File: src/rtl/alsu_pkg.sv
// Shared constants and FSM encoding for the ALSU result serializer.
package alsu_pkg;

    // ALSU result word and FIFO entry ({err, res}) widths
    localparam int RES_W   = 6;
    localparam int ENTRY_W = RES_W + 1;

    // fifo_count width: holds 0..16 for the largest legal FIFO
    localparam int COUNT_W = 5;

    // Baud counter must cover CLKS_PER_BIT up to 255
    localparam int BAUD_W  = 8;

    // Bit counter indexes the six data bits
    localparam int BIT_W   = 3;

    // Serial frame lengths in bit periods
    localparam int FRAME_BITS     = 9;
    localparam int FRAME_BITS_PAR = 10;

    typedef enum logic [2:0] {
        IDLE  = 3'd0,
        START = 3'd1,
        DATA  = 3'd2,
        ERR   = 3'd3,
        PAR   = 3'd4,
        STOP  = 3'd5
    } alsu_state_t;

endpackage

File: src/rtl/alsu_res_fifo.sv
// Result FIFO: power-of-two depth, pointers wrap naturally.
// A push while full is accepted only when a pop happens on the same edge.
module alsu_res_fifo
    import alsu_pkg::*;
#(
    parameter int DEPTH = 4
) (
    input  logic               clk,
    input  logic               rst,
    input  logic               push,
    input  logic               pop,
    input  logic [ENTRY_W-1:0] din,
    output logic [ENTRY_W-1:0] dout,
    output logic               full,
    output logic               empty,
    output logic [COUNT_W-1:0] count
);

    localparam int PTR_W = $clog2(DEPTH);

    logic [ENTRY_W-1:0] mem [DEPTH];
    logic [PTR_W-1:0]   wr_ptr;
    logic [PTR_W-1:0]   rd_ptr;
    logic               push_ok;
    logic               pop_ok;

    assign full    = (count == COUNT_W'(DEPTH));
    assign empty   = (count == '0);
    assign pop_ok  = pop && !empty;
    assign push_ok = push && (!full || pop_ok);
    assign dout    = mem[rd_ptr];

    // Storage write; no reset needed since pointers define validity
    always_ff @(posedge clk) begin
        if (!rst && push_ok) begin
            mem[wr_ptr] <= din;
        end
    end

    // Pointer and occupancy bookkeeping
    always_ff @(posedge clk) begin
        if (rst) begin
            wr_ptr <= '0;
            rd_ptr <= '0;
            count  <= '0;
        end else begin
            if (push_ok) wr_ptr <= wr_ptr + PTR_W'(1);
            if (pop_ok)  rd_ptr <= rd_ptr + PTR_W'(1);
            case ({push_ok, pop_ok})
                2'b10:   count <= count + COUNT_W'(1);
                2'b01:   count <= count - COUNT_W'(1);
                default: count <= count;
            endcase
        end
    end

endmodule

File: src/rtl/alsu_result_serializer.sv
// Buffers ALSU results and sends each as a UART-like frame:
// start(0), res[0..5] LSB first, err, optional even parity, stop(1).
//
// res_valid is a one-way strobe with no ready: an entry is taken whenever
// the FIFO has room (or is popped on the same edge); otherwise it is dropped
// and the sticky overflow flag records the loss until ovf_clr.
module alsu_result_serializer
    import alsu_pkg::*;
#(
    parameter int    CLKS_PER_BIT = 4,
    parameter int    FIFO_DEPTH   = 4,
    parameter string PARITY       = "OFF"
) (
    input  logic               clk,
    input  logic               rst,
    input  logic [RES_W-1:0]   res_in,
    input  logic               res_valid,
    input  logic               err_in,
    input  logic               ovf_clr,
    output logic               tx_out,
    output logic               busy,
    output logic [COUNT_W-1:0] fifo_count,
    output logic               overflow
);

    localparam logic              PAR_EN    = (PARITY == "ON");
    localparam logic [BAUD_W-1:0] BAUD_LAST = BAUD_W'(CLKS_PER_BIT - 1);
    localparam logic [BIT_W-1:0]  BIT_LAST  = BIT_W'(RES_W - 1);

    alsu_state_t        state, state_n;
    logic [BAUD_W-1:0]  baud_cnt, baud_n;
    logic [BIT_W-1:0]   bit_cnt, bit_n;
    logic [ENTRY_W-1:0] shift_q, shift_n;
    logic               par_q, par_n;
    logic               tx_n;
    logic               busy_n;
    logic               bit_done;
    logic               pop;
    logic               drop;
    logic [ENTRY_W-1:0] fifo_dout;
    logic               fifo_full;
    logic               fifo_empty;

    alsu_res_fifo #(
        .DEPTH (FIFO_DEPTH)
    ) u_fifo (
        .clk   (clk),
        .rst   (rst),
        .push  (res_valid),
        .pop   (pop),
        .din   ({err_in, res_in}),
        .dout  (fifo_dout),
        .full  (fifo_full),
        .empty (fifo_empty),
        .count (fifo_count)
    );

    assign bit_done = (baud_cnt == BAUD_LAST);
    assign drop     = res_valid && fifo_full && !pop;

    // Next-state, counters, shifter and the next registered line value
    always_comb begin
        state_n = state;
        baud_n  = baud_cnt;
        bit_n   = bit_cnt;
        shift_n = shift_q;
        par_n   = par_q;
        pop     = 1'b0;
        tx_n    = 1'b1;
        busy_n  = 1'b0;

        if (state != IDLE) begin
            baud_n = bit_done ? '0 : baud_cnt + BAUD_W'(1);
        end

        case (state)
            IDLE: begin
                if (!fifo_empty) begin
                    pop     = 1'b1;
                    shift_n = fifo_dout;
                    par_n   = ^fifo_dout;
                    state_n = START;
                    baud_n  = '0;
                    bit_n   = '0;
                end
            end
            START: begin
                if (bit_done) state_n = DATA;
            end
            DATA: begin
                // After the sixth shift the err bit sits at shift_q[0]
                if (bit_done) begin
                    shift_n = shift_q >> 1;
                    if (bit_cnt == BIT_LAST) begin
                        bit_n   = '0;
                        state_n = ERR;
                    end else begin
                        bit_n = bit_cnt + BIT_W'(1);
                    end
                end
            end
            ERR: begin
                if (bit_done) state_n = PAR_EN ? PAR : STOP;
            end
            PAR: begin
                if (bit_done) state_n = STOP;
            end
            STOP: begin
                if (bit_done) state_n = IDLE;
            end
            default: begin
                state_n = IDLE;
            end
        endcase

        case (state_n)
            START:   tx_n = 1'b0;
            DATA:    tx_n = shift_n[0];
            ERR:     tx_n = shift_n[0];
            PAR:     tx_n = par_n;
            default: tx_n = 1'b1;
        endcase

        busy_n = (state_n != IDLE);
    end

    // FSM, counters, shifter and registered outputs
    always_ff @(posedge clk) begin
        if (rst) begin
            state    <= IDLE;
            baud_cnt <= '0;
            bit_cnt  <= '0;
            shift_q  <= '0;
            par_q    <= 1'b0;
            tx_out   <= 1'b1;
            busy     <= 1'b0;
        end else begin
            state    <= state_n;
            baud_cnt <= baud_n;
            bit_cnt  <= bit_n;
            shift_q  <= shift_n;
            par_q    <= par_n;
            tx_out   <= tx_n;
            busy     <= busy_n;
        end
    end

    // Sticky overflow: a drop on the same edge as ovf_clr keeps it set
    always_ff @(posedge clk) begin
        if (rst) begin
            overflow <= 1'b0;
        end else if (drop) begin
            overflow <= 1'b1;
        end else if (ovf_clr) begin
            overflow <= 1'b0;
        end
    end

endmodule
File: config.mk
export PLATFORM = sky130hd
export DESIGN_NAME = alsu_result_serializer
export DESIGN_NICKNAME = d
export VERILOG_FILES = /design/src/rtl/alsu_pkg.sv /design/src/rtl/alsu_res_fifo.sv /design/src/rtl/alsu_result_serializer.sv
export SDC_FILE = /design/constraint.sdc
export NUM_CORES = 1
export LEC_CHECK = 0
export CORE_MARGIN = 10
export CORE_UTILIZATION = 50
export CTS_CLUSTER_DIAMETER = 50
export DETAILED_ROUTE_END_ITERATION = 16
export GPL_ROUTABILITY_DRIVEN = 0
export PLACE_DENSITY_LB_ADDON = 0.15
export SETUP_SLACK_MARGIN = 0.2
export SYNTH_ARGS = -nofsm -noshare
export SYNTH_HDL_FRONTEND = slang
export SYNTH_SLANG_ARGS = --single-unit
File: constraint.sdc
create_clock -name clk -period 3.5 [get_ports clk]
set_clock_uncertainty 0.05 [all_clocks]
set_input_delay 0.7 -clock clk [delete_from_list [all_inputs] [get_ports clk]]
set_output_delay 0.7 -clock clk [all_outputs]
set_load 0.01 [all_outputs]
Run 1, sequential cells grouped by signal name:
Other sequential cells in the stronger gray, the rest of the logic in the fainter gray.
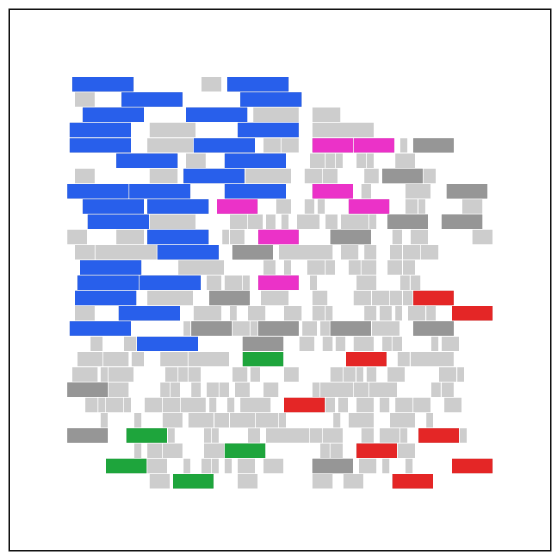
legend:
  `u_fifo.mem`:
    color: blue
    sequential_cells: 28
  `shift_q`:
    color: magenta
    sequential_cells: 7
  `baud_cnt`:
    color: red
    sequential_cells: 8
    where: lower right
  `u_fifo.count`:
    color: green
    sequential_cells: 5
not colored: 16

Run 1, layout detail:
Bar = 20 um. Window x 0 to 50, y 0 to 50 um. Cells in gray, sequential cells in the stronger gray; small squares are vias.
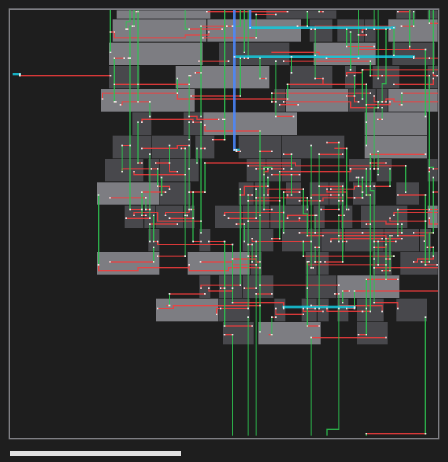
legend:
  met3:
    color: cyan
  met2:
    color: green
  met4:
    color: blue
  met1:
    color: red
cells with their middle in the window: 89
most frequent: dfxtp_1 (12), nor2_1 (11)
netlist names of flops here include: `u_fifo.mem` (6), `u_fifo.count` (5), `u_fifo.rd_ptr` (2)
sequential cells in the window: 18

Run 1, placement by cell class:
Fill, decap, tap and diode cells in gray.
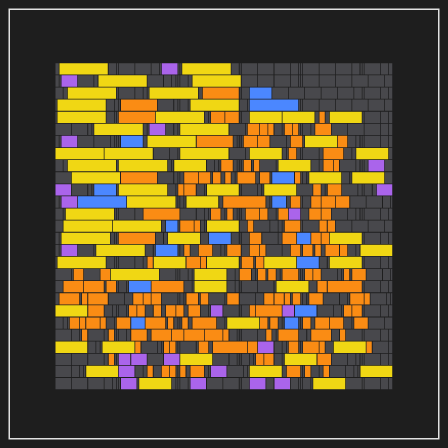
legend:
  flip-flops:
    color: yellow
    cells: 64
  clock drivers and dummy loads:
    color: blue
    cells: 16
  other buffers and delay cells:
    color: purple
    cells: 22
  all other logic:
    color: orange
    cells: 167

Run 1, signal metal coverage by tile:
Bar = 20 um. The die is cut into 19 by 19 equal tiles; black is low, pale yellow is high, scaled to the fullest tile. Values are wire area over tile area, all layers added.
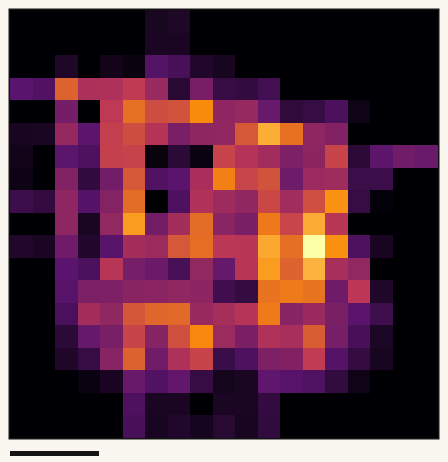
densest ninth of the die: center
emptiest ninth of the die: upper right
mean over tiles: 0.085
fullest tile: 0.39
tiles over half the peak: 14%
nearly empty tiles: 36%

==> impl_metrics.tcl, run 1 <==
# yosys + openroad results
set metrics [dict create \
    drv_cap 0 \
    outcome "complete, no violations" \
    num_rows 27 \
    max_stage_delay_ps 600 \
    first_iter_violations 56 \
    grtUsageMet1_pct 15.7 \
    path_buffers 1 \
    syn_area_sq_um 2900 \
    reg_top3 "u_fifo.mem (28), baud_cnt (8), shift_q (7)" \
    layout_top_cells "36 x dfxtp_1, 28 x edfxtp_1, 22 x nor2_1" \
    path_clk_slew_ps 80 \
    place_area_sq_um 3130 \
    ys_cells 244 \
    reg2reg_from "u_fifo.count[0]" \
    first_global_vias 1803 \
    cts_sinks 64 \
    top_cells_by_area "edfxtp_1 29%, dfxtp_1 25%, mux4_2 5.4%, ha_1 3.9%, xnor2_1 3.3%" \
    yosysTopAreaCell "edfxtp_1" \
    r2r_setup_slack_ps 440 \
    hold_viol_final 0 \
]
-- run 1: report_power, final --
group	internal (mW)	leakage (nW)	switching (mW)
clock	0.408	0.110	0.308
combinational	0.409	0.515	0.453
sequential	0.896	0.548	0.106
total	1.71	1.17	0.866
-- run 1: logic make-up after synthesis --
| group | after synthesis | synth area share [%] |
|---|---|---|
| AND/OR/NAND/NOR | 74 | 14.6 |
| XOR/XNOR | 18 | 5.43 |
| AND-OR/OR-AND | 45 | 11.5 |
| flip-flops | 64 | 53.8 |
| multiplexers | 10 | 6.47 |
| buffers and inverters | 23 | 3.66 |
| adder cells (fa/ha/maj) | 10 | 4.57 |
-- run 1: cell type report --
| class | instances | area, sq um | area share [%] |
|---|---|---|---|
| clock buffers | 9 | 124 | 3.68 |
| clock inverters | 7 | 103 | 3.05 |
| inverters | 10 | 40.0 | 1.19 |
| multi-input cells | 157 | 1240 | 36.8 |
| flip-flops and latches | 64 | 1560 | 46.4 |
| well taps | 72 | 90.1 | 2.68 |
| repair buffers | 22 | 210 | 6.25 |
-- run 1: metrics by stage --
step	cells	hold slack [ps]
6_report	341	411
5_1_grt	341	438
4_1_cts	340	412
3_5_place_dp	324	399
3_3_place_gp	324	394
2_1_floorplan	244	386
-- run 1: how the worst min path moves through the flow --
stage,startpoint,to,cells after the start
final,shift_q[5],shift_q[5],2
after global routing,overflow,overflow,2
after CTS,shift_q[5],shift_q[5],2
after detailed placement,shift_q[3],shift_q[3],2
after global placement,shift_q[5],shift_q[5],2
after floorplan,shift_q[2],shift_q[2],2
-- run 1: worst min-delay path: cells and delay by family (launching register included) --
kind               cells  cell delay, ps
AOI/OAI and AO/OA      1              50
DFF                    1             310
and+or+nand+nor        1              50
-- run 1: timing repair --
action	4_1_cts	5_1_grt
buffers inserted	0	1
endpoints found under the setup margin	0	1
resized	0	1
## Run 2: what changed since run 1
Settings changed: ABC_CLOCK_PERIOD_IN_PS set to 3500, TNS_END_PERCENT set to 50.
Run 2, signal metal coverage by tile:
Bar = 20 um. The die is cut into 19 by 19 equal tiles; black is low, pale yellow is high, scaled to the fullest tile. Values are wire area over tile area, all layers added.
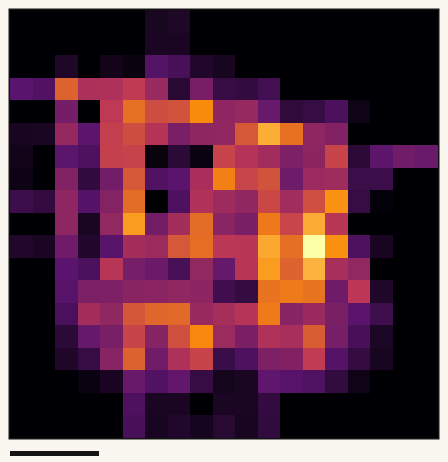
tiles over half the peak: 14%
densest ninth of the die: center
emptiest ninth of the die: upper right
via count: 1820
Post-Route WL: 5.02 mm
DR WL/cell: 14.7 um
GRT Overall Usage: 12.1%

Run 2, placement by cell class:
Fill, decap, tap and diode cells in gray.
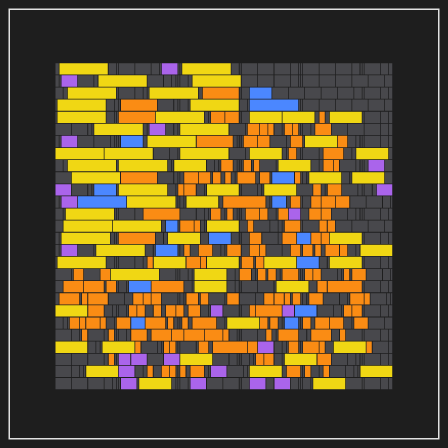
legend:
  all other logic:
    color: orange
    cells: 167
  flip-flops:
    color: yellow
    cells: 64
  other buffers and delay cells:
    color: purple
    cells: 22
  clock drivers and dummy loads:
    color: blue
    cells: 16

==> run 2 against run 1 <==
Net effect:
- via count unchanged
- sequential power about the same
- clock power about the same
- first-iteration DRC count unchanged
- die area unchanged
- hold slack unchanged
- critical path type unchanged
- largest power group unchanged
- highest routed layer unchanged
==> impl_metrics.tcl, run 2 <==
# yosys + openroad results
set metrics [dict create \
    io_pins 19 \
    synth.most_common_cell "dfxtp_1" \
    layout_top_cells "36 x dfxtp_1, 28 x edfxtp_1, 22 x nor2_1" \
    post-route-drc-count 0 \
    hold_viol_final 0 \
    path_clk_slew_ps 80 \
    fp.dieH_um 96.2 \
    insertion_delay_ps 340 \
    top_cells_by_area "edfxtp_1 29%, dfxtp_1 25%, mux4_2 5.4%, ha_1 3.9%, xnor2_1 3.3%" \
    synth-main-ff-cell "dfxtp_1" \
    placedCellCount 324 \
    ys_seq_elements 64 \
    clockRootBuffer "clkbuf_8" \
    tool_warnings 29 \
    whs_ps 411 \
    cts_sinks 64 \
    cts_resized 0 \
    drv_cap 0 \
    r2r_setup_slack_ps 440 \
    path_cells "or4_4 -> o31ai_4 -> ha_2 -> inv_1 -> fa_1 -> nor2b_1 -> o21ai_0 -> and3_1 -> or4_1 -> a21oi_1" \
    min_period_ps 3060 \
    yosysTopAreaCell "edfxtp_1" \
    num_rows 27 \
    first_iter_violations 56 \
    ys_cells 244 \
    fin_cells 341 \
    hold_class "reg2reg" \
    outcome "complete, no violations" \
    post_cts_buffers 0 \
    syn_area_sq_um 2900 \
    path_buffers 1 \
    critPathLaunchType "flop" \
    max_stage_delay_ps 600 \
    reg_top3 "u_fifo.mem (28), baud_cnt (8), shift_q (7)" \
    min_period_over_period_pct 87.3 \
    first_global_vias 1803 \
    timing.fmax_mhz 327 \
]
Run 2, layout detail:
Bar = 20 um. Window x 0 to 50, y 0 to 50 um. Cells in gray, sequential cells in the stronger gray; small squares are vias.
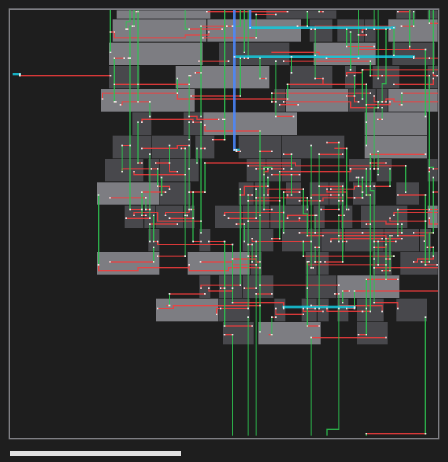
legend:
  met3:
    color: cyan
  met4:
    color: blue
  met1:
    color: red
  met2:
    color: green
sequential cells in the window: 18
most frequent: dfxtp_1 (12), nor2_1 (11)
netlist names of flops here include: `u_fifo.mem` (6), `u_fifo.count` (5), `u_fifo.rd_ptr` (2)
cells with their middle in the window: 89

[run 2: cell counts after synthesis]
No cell type changed its count.
[run 2: path summary, 6_finish.rpt]
check / from / to / cells after the start
max: u_fifo.count[0] / u_fifo.count[4] / 10
min reg2reg: shift_q[5] / shift_q[5] / 2
max reg2reg: u_fifo.count[0] / u_fifo.count[4] / 10
min: shift_q[5] / shift_q[5] / 2
[run 2: metrics by stage]
| step | power [mW] | util, % | area [sq um] | worst slack [ps] |
|---|---|---|---|---|
| final | 2.58 | 60.4 | 3370 | 444 |
| after global routing | 2.75 | 60.4 | 3370 | 286 |
| after CTS | 2.60 | 60.2 | 3360 | 338 |
| after detailed placement | 1.88 | 56.1 | 3130 | 359 |
| after global placement | 1.88 | 56.1 | 3130 | 381 |
| after floorplan | 1.67 | - | 2900 | 436 |
[run 2: report_power, final]
part | internal (mW) | total (mW) | leakage, nW | switching [mW]
clock | 0.408 | 0.716 | 0.110 | 0.308
sequential | 0.896 | 1.00 | 0.548 | 0.106
combinational | 0.409 | 0.861 | 0.515 | 0.453
total | 1.71 | 2.58 | 1.17 | 0.866
[run 2: cell type report]
class	instances	area, sq um
well taps	72	90.1
repair buffers	22	210
clock buffers	9	124
clock inverters	7	103
flip-flops and latches	64	1560
fillers	489	2210
multi-input cells	157	1240
inverters	10	40.0
[run 2: metal layers]
layer	routed length, um	GRT usage [%]	share of wire, %	vias up
met3	166	3.27	3.3	9
met5	0	0	0	-
met2	2320	18.0	46	25
li1	-	-	-	927
met4	95	6.27	1.9	0
met1	2440	15.7	49	859
[run 2: cells by family (layout without fill, tap and decap cells)]
group,after synthesis,after routing,synth area share [%]
buf+inv,23,48,3.66
xor+xnor,18,18,5.43
fa+ha+maj,10,10,4.57
simple gates,74,74,14.6
compound gates,45,45,11.5
mux,10,10,6.47
flops,64,64,53.8
No activity file was given, so power comes from the tool's default toggle rates.
